`config.mk`:
```
export PLATFORM = sky130hd
export DESIGN_NAME = systolic_sequencer
export DESIGN_NICKNAME = d
export VERILOG_FILES = /design/src/rtl/systolic_sequencer.sv
export SDC_FILE = /design/constraint.sdc
export NUM_CORES = 1
export LEC_CHECK = 0
export ABC_CLOCK_PERIOD_IN_PS = 3170
export CAP_MARGIN = 0
export CORE_AREA = 2 2 267 269
export CTS_BUF_LIST = sky130_fd_sc_hd__clkbuf_16
export DETAILED_ROUTE_END_ITERATION = 6
export DIE_AREA = 0 0 269 271
export GPL_TIMING_DRIVEN = 0
export HOLD_SLACK_MARGIN = 0.06
export MAX_ROUTING_LAYER = met4
export REMOVE_ABC_BUFFERS = 1
export SLEW_MARGIN = 0
export SYNTH_ARGS = -nofsm -noshare
export SYNTH_HDL_FRONTEND = slang
export SYNTH_SLANG_ARGS = --single-unit
```
`constraint.sdc`:
```
create_clock -name i_clock -period 3.17 [get_ports i_clock]
set_clock_uncertainty 0.1 [all_clocks]
set_input_delay 0.7925 -clock i_clock [delete_from_list [all_inputs] [get_ports i_clock]]
set_output_delay 0.7925 -clock i_clock [all_outputs]
set_load 0.03 [all_outputs]
```
`src/rtl/systolic_sequencer.sv`:
```
// Sequencer for a SIZE x SIZE systolic matrix-multiply array: buffers A and B,
// streams skewed row/column wavefronts, waits for PE completion and captures C.
module systolic_sequencer #(
  parameter int SIZE     = 4,
  parameter int I_BITS   = 8,
  parameter int O_BITS   = 2*I_BITS + $clog2(SIZE),
  parameter int WAIT_MAX = 4*SIZE
) (
  input  logic                        i_clock,
  input  logic                        i_reset,
  input  logic                        i_wr_en,
  input  logic                        i_wr_sel,
  input  logic [$clog2(SIZE)-1:0]     i_wr_row,
  input  logic [$clog2(SIZE)-1:0]     i_wr_col,
  input  logic [I_BITS-1:0]           i_wr_data,
  input  logic                        i_start,
  output logic                        o_busy,
  output logic                        o_done,
  output logic                        o_error,
  output logic                        o_pe_reset,
  output logic [SIZE*I_BITS-1:0]      o_a_full,
  output logic [SIZE*I_BITS-1:0]      o_b_full,
  input  logic [SIZE*SIZE*O_BITS-1:0] i_c_full,
  input  logic [SIZE*SIZE-1:0]        i_finish,
  output logic [SIZE*SIZE*O_BITS-1:0] o_c_full,
  output logic                        o_c_valid
);

  localparam int FW = $clog2(3*SIZE - 1);
  localparam int WW = $clog2(WAIT_MAX + 1);
  localparam logic [FW-1:0] FEED_LAST = FW'(3*SIZE - 3);
  localparam logic [WW-1:0] WAIT_LAST = WW'(WAIT_MAX - 1);

  localparam logic [2:0] S_IDLE  = 3'd0;
  localparam logic [2:0] S_CLEAR = 3'd1;
  localparam logic [2:0] S_FEED  = 3'd2;
  localparam logic [2:0] S_WAIT  = 3'd3;
  localparam logic [2:0] S_DONE  = 3'd4;

  logic [2:0]                  state_q, state_d;
  logic [FW-1:0]               feed_q, feed_d;
  logic [WW-1:0]               wait_q, wait_d;
  logic [I_BITS-1:0]           a_q [SIZE][SIZE];
  logic [I_BITS-1:0]           a_d [SIZE][SIZE];
  logic [I_BITS-1:0]           b_q [SIZE][SIZE];
  logic [I_BITS-1:0]           b_d [SIZE][SIZE];
  logic [SIZE*I_BITS-1:0]      a_lane_q, a_lane_d;
  logic [SIZE*I_BITS-1:0]      b_lane_q, b_lane_d;
  logic [SIZE*SIZE*O_BITS-1:0] c_q, c_d;
  logic                        c_valid_q, c_valid_d;
  logic                        error_q, error_d;

  always_comb begin
    state_d   = state_q;
    feed_d    = feed_q;
    wait_d    = wait_q;
    a_d       = a_q;
    b_d       = b_q;
    a_lane_d  = '0;
    b_lane_d  = '0;
    c_d       = c_q;
    c_valid_d = c_valid_q;
    error_d   = 1'b0;

    case (state_q)
      S_IDLE: begin
        // The write lands at the same edge as a start, so the run sees it.
        if (i_wr_en) begin
          if (i_wr_sel) b_d[i_wr_row][i_wr_col] = i_wr_data;
          else          a_d[i_wr_row][i_wr_col] = i_wr_data;
        end
        if (i_start) begin
          state_d   = S_CLEAR;
          c_valid_d = 1'b0;
        end
      end
      S_CLEAR: begin
        state_d = S_FEED;
        feed_d  = '0;
      end
      S_FEED: begin
        // Lane k carries element (t-k) of its row/column: the diagonal skew.
        for (int k = 0; k < SIZE; k++) begin
          for (int j = 0; j < SIZE; j++) begin
            if (feed_q == FW'(k + j)) begin
              a_lane_d[k*I_BITS +: I_BITS] = a_q[k][j];
              b_lane_d[k*I_BITS +: I_BITS] = b_q[j][k];
            end
          end
        end
        if (feed_q == FEED_LAST) begin
          state_d = S_WAIT;
          wait_d  = '0;
        end else begin
          feed_d = feed_q + FW'(1);
        end
      end
      S_WAIT: begin
        if (&i_finish) begin
          state_d = S_DONE;
        end else if (wait_q == WAIT_LAST) begin
          state_d = S_IDLE;
          error_d = 1'b1;
        end else begin
          wait_d = wait_q + WW'(1);
        end
      end
      S_DONE: begin
        c_d       = i_c_full;
        c_valid_d = 1'b1;
        state_d   = S_IDLE;
      end
      default: state_d = S_IDLE;
    endcase
  end

  always_ff @(posedge i_clock) begin
    if (i_reset) begin
      state_q   <= S_IDLE;
      feed_q    <= '0;
      wait_q    <= '0;
      a_lane_q  <= '0;
      b_lane_q  <= '0;
      c_q       <= '0;
      c_valid_q <= 1'b0;
      error_q   <= 1'b0;
      for (int r = 0; r < SIZE; r++) begin
        for (int c = 0; c < SIZE; c++) begin
          a_q[r][c] <= '0;
          b_q[r][c] <= '0;
        end
      end
    end else begin
      state_q   <= state_d;
      feed_q    <= feed_d;
      wait_q    <= wait_d;
      a_lane_q  <= a_lane_d;
      b_lane_q  <= b_lane_d;
      c_q       <= c_d;
      c_valid_q <= c_valid_d;
      error_q   <= error_d;
      a_q       <= a_d;
      b_q       <= b_d;
    end
  end

  assign o_busy     = (state_q != S_IDLE);
  assign o_done     = (state_q == S_DONE);
  assign o_pe_reset = (state_q == S_CLEAR);
  assign o_error    = error_q;
  assign o_a_full   = a_lane_q;
  assign o_b_full   = b_lane_q;
  assign o_c_full   = c_q;
  assign o_c_valid  = c_valid_q;

endmodule

```
==> impl_metrics.toml <==
# yosys + openroad results
[finish]
logic_area_um2 = 10020

[global_routing]
grt_pass1_wl_um = 139000
grt_pass1_vias = 20470

[yosys]
ys_seq_share_pct = 53.58
async_flop_share_pct = 0
topCellsByArea = "dfxtp_1 (54%), mux2i_1 (11%), nand2_1 (10%), a21oi_1 (7.5%), nor2_1 (4.3%)"
netlist_instances = 2610
yosys-stat-cells = 2610
simple_gate_share_pct = 18.35

[flow_run]
warning_count = 34
maxCapViolCount = 0

[drt]
wl_per_cell_um = 23.01

[power]
total_power_mw = 16.78

[setup_path]
reg2reg_depth = 7
worst-r2r-setup-slack_ns = 0.30
endpoint_kind = "flip-flop"
crit_buf_inv = 2

[final_timing]
rsz0062_at_grt = "no"
setup_viol = 0

[status]
status = "finished clean"

[clocking]
htree_levels = 3
-- sequential cells by signal (all words and copies together) (netlist names) --
register / flops
feed_q: 4
o_c_full: 288
b_q: 128
o_c_valid: 1
o_a_full: 32
o_error: 1
o_b_full: 32
wait_q: 5
a_q: 128
state_q: 3
-- metrics by stage --
step	TNS [ns]	utilization (%)	instances	hold WS, ns
2_1_floorplan	-3003.30	-	2400	0.3313
3_3_place_gp	-	43.52	4017	0.3424
3_5_place_dp	-109.98	44.21	4042	0.3453
4_1_cts	0	47.56	4176	0.3529
5_1_grt	0	47.71	4211	0.3648
6_report	0	47.71	4211	0.3511
-- timing repair --
action | CTS | global route
gates resized | 16 | 0
pin swaps | 2 | 1
gates cloned | 3 | 1
buffers inserted | 1 | 0
endpoints found under the setup margin | 122 | 1
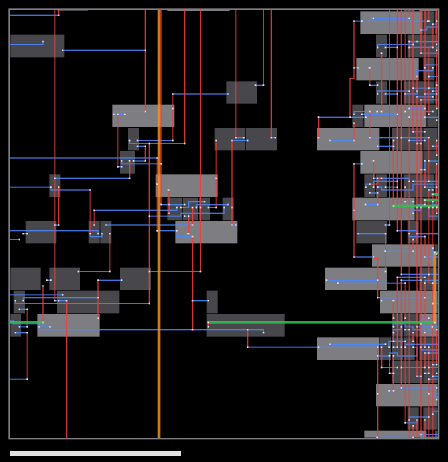
Figure 1: close-up of the layout.
Bar = 20 µm. Window x 110 to 160, y 165 to 215 µm. Cells in gray, sequential cells in the stronger gray; small squares are vias.
[metal 3] green
[metal 1] blue
[metal 2] red
[metal 4] orange
most frequent: dfxtp_1 (15), nor2_1 (10), nand2_1 (9)
netlist names of flops here include: `a_q` (8), `o_c_full` (4), `b_q` (2)
sequential cells in the window: 15
cells with their middle in the window: 62

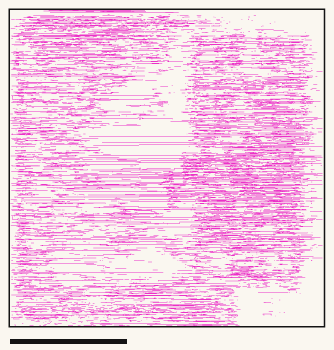
Figure 2: signal wires on met1.
Bar = 100 µm.
main direction: horizontal
longest straight run: 130 µm
share of all routed wire: 41%
nets with wire on the layer: 3306
wire length on this layer: 39.8 mm
Post-Route WL: 96910 µm
GR Util met1: 31.94%

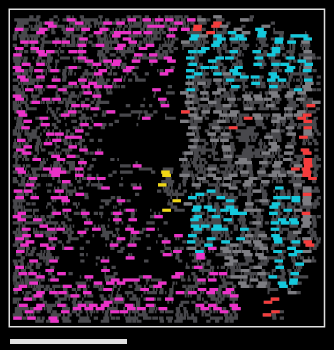
Figure 3: sequential cells grouped by signal name.
Bar = 100 µm. Other sequential cells in the stronger gray, the rest of the logic in the fainter gray.
[`o_a_full`] red | sequential cells: 32
[`o_c_full`] magenta | sequential cells: 288
[`wait_q`] yellow | sequential cells: 5 | where: middle
[`b_q`] cyan | sequential cells: 128

